**src/rtl/mips_debug_ctrl.sv**
```systemverilog
// mips_debug_ctrl: UART-driven program loader, run/step controller and state dumper for a MIPS core
module mips_debug_ctrl #(
  parameter int DATA_W = 8,
  parameter int INST_W = 32,
  parameter int IADDR_W = 10,
  parameter int DUMP_W = 32,
  parameter int DUMP_WORDS = 4,
  parameter logic [5:0] HALT_OP = 6'b111111,
  localparam int SEL_W = DUMP_WORDS > 1 ? $clog2(DUMP_WORDS) : 1
) (
  input  logic clk,
  input  logic reset,
  input  logic rx_done_tick,
  input  logic [DATA_W-1:0] rx_data,
  input  logic tx_done_tick,
  output logic tx_start,
  output logic [DATA_W-1:0] tx_data,
  output logic imem_we,
  output logic [IADDR_W-1:0] imem_addr,
  output logic [INST_W-1:0] imem_wdata,
  output logic cpu_reset,
  output logic cpu_en,
  input  logic halt_in,
  output logic [SEL_W-1:0] dump_sel,
  input  logic [DUMP_W-1:0] dump_data,
  output logic busy
);
  localparam int NB = INST_W / DATA_W;
  localparam int ND = DUMP_W / DATA_W;
  localparam int BW = NB > 1 ? $clog2(NB) : 1;
  localparam int DW = ND > 1 ? $clog2(ND) : 1;
  typedef enum logic [3:0] {IDLE, PROG, WRITE, WAIT_CMD, RUN, STEP, STEP_EN, SEND_SEL, SEND_TX, SEND_WAIT} state_t;
  state_t state, next;
  logic rx_prev, tx_prev, origin;
  logic [BW-1:0] pcnt;
  logic [DW-1:0] dcnt;
  logic [INST_W-1:0] word;
  logic [DUMP_W-1:0] shift;
  wire rx_ev = rx_done_tick & ~rx_prev;
  wire tx_ev = tx_done_tick & ~tx_prev;
  wire is_cmd = state == WAIT_CMD || state == STEP;
  assign busy = state != IDLE && state != WAIT_CMD;
  assign cpu_reset = state == IDLE || state == PROG || state == WRITE || state == WAIT_CMD;
  assign cpu_en = state == RUN || state == STEP_EN;
  assign tx_start = state == SEND_TX;
  assign tx_data = shift[DATA_W-1:0];
  assign imem_we = state == WRITE;
  assign imem_wdata = word;
  // state register
  always_ff @(posedge clk)
    state <= reset ? IDLE : next;
  // next-state: commands only matter in command states, TX events only while sending
  always_comb begin
    next = state;
    case (state)
      IDLE: next = rx_ev && rx_data == DATA_W'(1) ? PROG : IDLE;
      PROG: next = rx_ev && pcnt == BW'(NB - 1) ? WRITE : PROG;
      WRITE: next = word[INST_W-1 -: 6] == HALT_OP || &imem_addr ? WAIT_CMD : PROG;
      WAIT_CMD: next = !rx_ev ? WAIT_CMD : rx_data == DATA_W'(2) ? RUN : rx_data == DATA_W'(3) ? STEP :
                       rx_data == DATA_W'(5) ? IDLE : WAIT_CMD;
      RUN: next = halt_in ? SEND_SEL : RUN;
      STEP: next = !rx_ev ? STEP : rx_data == DATA_W'(6) ? STEP_EN : rx_data == DATA_W'(5) ? IDLE : STEP;
      STEP_EN: next = SEND_SEL;
      SEND_SEL: next = SEND_TX;
      SEND_TX: next = SEND_WAIT;
      SEND_WAIT: next = !tx_ev ? SEND_WAIT : dcnt != DW'(ND - 1) ? SEND_TX :
                        dump_sel != SEL_W'(DUMP_WORDS - 1) ? SEND_SEL : origin && !halt_in ? STEP : WAIT_CMD;
      default: next = IDLE;
    endcase
    next = is_cmd || state == IDLE || state == PROG ? next : next;
  end
  // datapath: tick edge detect, word assembly, write address, dump shifting
  always_ff @(posedge clk) begin
    if (reset) begin
      rx_prev <= 1'b0;
      tx_prev <= 1'b0;
      origin <= 1'b0;
      pcnt <= '0;
      dcnt <= '0;
      word <= '0;
      shift <= '0;
      imem_addr <= '0;
      dump_sel <= '0;
    end else begin
      rx_prev <= rx_done_tick;
      tx_prev <= tx_done_tick;
      case (state)
        IDLE: begin
          imem_addr <= '0;
          pcnt <= '0;
        end
        PROG: if (rx_ev) begin
          word <= INST_W'({rx_data, word} >> DATA_W);
          pcnt <= pcnt + 1'b1;
        end
        WRITE: begin
          pcnt <= '0;
          if (!(&imem_addr)) imem_addr <= imem_addr + 1'b1;
        end
        RUN: begin
          origin <= 1'b0;
          dump_sel <= '0;
        end
        STEP_EN: begin
          origin <= 1'b1;
          dump_sel <= '0;
        end
        SEND_SEL: begin
          shift <= dump_data;
          dcnt <= '0;
        end
        SEND_WAIT: if (tx_ev) begin
          if (dcnt != DW'(ND - 1)) begin
            shift <= shift >> DATA_W;
            dcnt <= dcnt + 1'b1;
          end else dump_sel <= dump_sel + 1'b1;
        end
        default: ;
      endcase
    end
  end
endmodule

```
**config.mk**
```make
export PLATFORM = sky130hd
export DESIGN_NAME = mips_debug_ctrl
export DESIGN_NICKNAME = d
export VERILOG_FILES = /design/src/rtl/mips_debug_ctrl.sv
export SDC_FILE = /design/constraint.sdc
export NUM_CORES = 1
export LEC_CHECK = 0
export CAP_MARGIN = 5
export CORE_UTILIZATION = 53
export CTS_CLUSTER_SIZE = 28
export DETAILED_ROUTE_END_ITERATION = 12
export GPL_ROUTABILITY_DRIVEN = 0
export MAX_ROUTING_LAYER = met4
export PLACE_DENSITY = 0.86
export SLEW_MARGIN = 0
export SYNTH_ARGS = -nofsm -noshare
export SYNTH_HDL_FRONTEND = slang
export SYNTH_SLANG_ARGS = --single-unit
export TNS_END_PERCENT = 10
```
**constraint.sdc**
```tcl
create_clock -name clk -period 5.8 [get_ports clk]
set_input_delay 1.16 -clock clk [delete_from_list [all_inputs] [get_ports clk]]
set_output_delay 1.16 -clock clk [all_outputs]
set_load 0.05 [all_outputs]
```
Fig. 1: met1 routing
The bar under the picture is 20 um long.
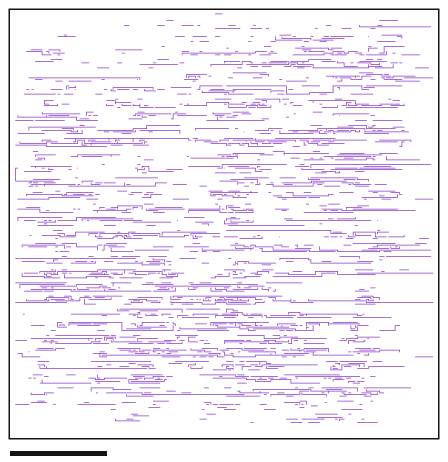
main direction	horizontal
nets with wire on the layer	544
wire length on this layer	4280 um
DR vias: 3674
overall routed net length: 9773 um
met1 usage: 0.3166

Fig. 2: M2 wires
The bar under the picture is 20 um long. Cells faint in the background.
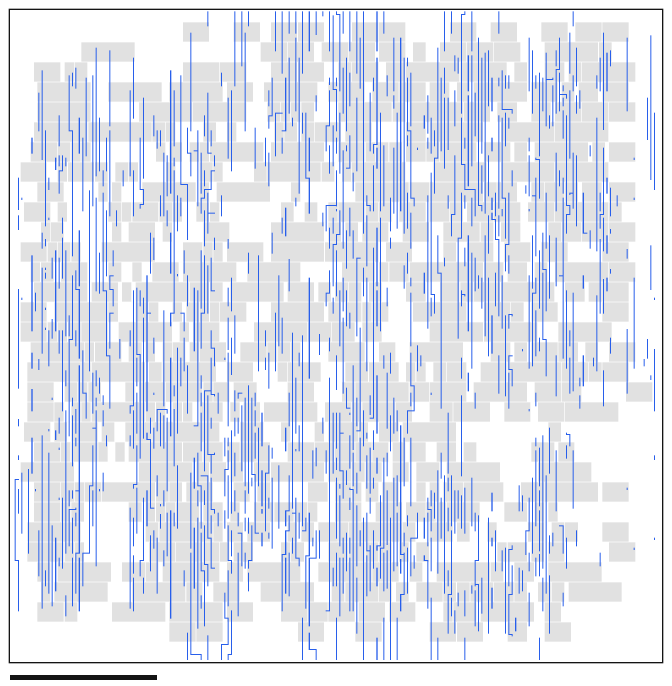
longest straight run	31.6 um
nets with wire on the layer	502
main direction	vertical
wire length on this layer	4770 um
share of all routed wire	49%
GR Layer Usage met2: 0.4112

Fig. 3: signal wires on met3
The bar under the picture is 20 um long. Cells faint in the background.
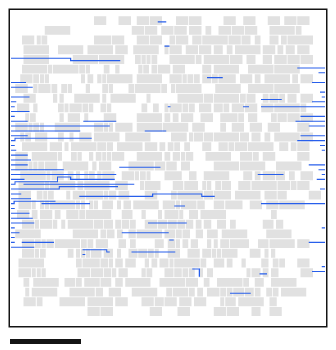
share of all routed wire	6.2%
wire length on this layer	609 um
nets with wire on the layer	77
longest straight run	30.8 um
main direction	horizontal
met3 Usage GRT: 0.06810

Fig. 4: local utilization
The die is cut into 9 by 9 equal tiles; white is low, dark blue is high, 0 to 100% covered.
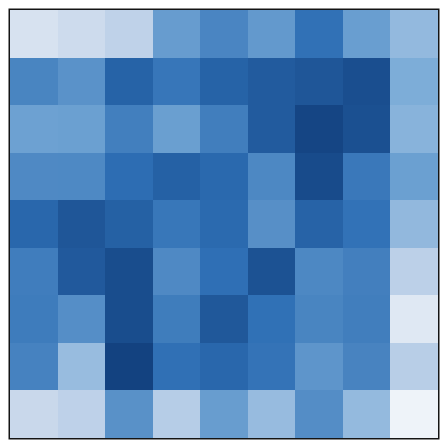
tiles over 75% full	30%
mean over tiles	63%
fullest tile	93%
Initial Util: 0.5489
core area: 7253 sq um

==> flow_summary_export.csv <==
group,metric,value,unit
synthesis,common_cells,"87 x dfxtp_1, 82 x nand2_1, 80 x a21oi_1",
power,power_frac_comb,0.054,
cells_and_area,num_antenna_cells,0,
setup_path,worstPathBufferInverterCount,2,
cells_and_area,area_growth,27.84,%
synthesis,ff_type,"dfxtp_1",
clocking,cts_resized,0,
sta,holdWs,0.4637,ns
setup_path,cp_num_cells,3,
synthesis,syn_nets,527,
power,p_int,0.7851,mW
synthesis,yosys_area,3981,sq um
synthesis,yosysTopAreaCell,"dfxtp_1",
sta,worst_slack,2.108,ns
synthesis,syn_area_per_cell,8.329,sq um
run,cap_violations,0,
setup_path,timing.rr.start,"state[0]",
detailed_routing,drt_iter0_markers,237,
synthesis,synth.most_common_cell,"dfxtp_1",
sta,min_period,3.692,ns
synthesis,area_leaders,"dfxtp_1 44%, a21oi_1 10%, nand2_1 7.7%, mux2i_1 6.5%, a211oi_1 4.9%",
sta,finalSetupTns,0,ns
setup_path,worstSetupStartpointType,"flip-flop",
cells_and_area,comb_cells,337,
detailed_routing,routed.top_layer,"met4",
detailed_routing,drt_first_pass_iters,4,
sta,worst_pin_slew,1.150,ns
hold_path,min_path_type,"flip-flop to flip-flop",
cells_and_area,dominant_cells,"combinational gates",
synthesis,muxShareOfSynthArea,0.06537,
cells_and_area,buf_share,0.2035,
synthesis,synth-async-reset-ratio,0,
synthesis,edf_count,0,
setup_path,crit_chain,"or4b_1 -> clkinv_1 -> clkdlybuf4s50_1",
sta,setup_violations,0,
global_routing,grt_pass1_vias,3287,
cells_and_area,utilization,0.7017,
global_routing,globalRouteOverflowTotal,0,
sta,slew_headroom,0.2333,
setup_path,crit_fanout,18,
cells_and_area,instances_no_fill,650,
detailed_routing,wl_met2,4772,um
cells_and_area,clock_buffers,9,
synthesis,synth_flops,87,
clocking,root_buffer,"clkbuf_8",
setup_path,regToRegEndpoint,"pcnt[1]",
clocking,worstSkewPairLatency,0.35,ns
synthesis,synth_cells,478,
place,dp_cells,635,
run_status,outcome,"finished, final reports clean",
global_routing,grt_use_total,0.2594,
Power is estimated from default activity; no workload was simulated.
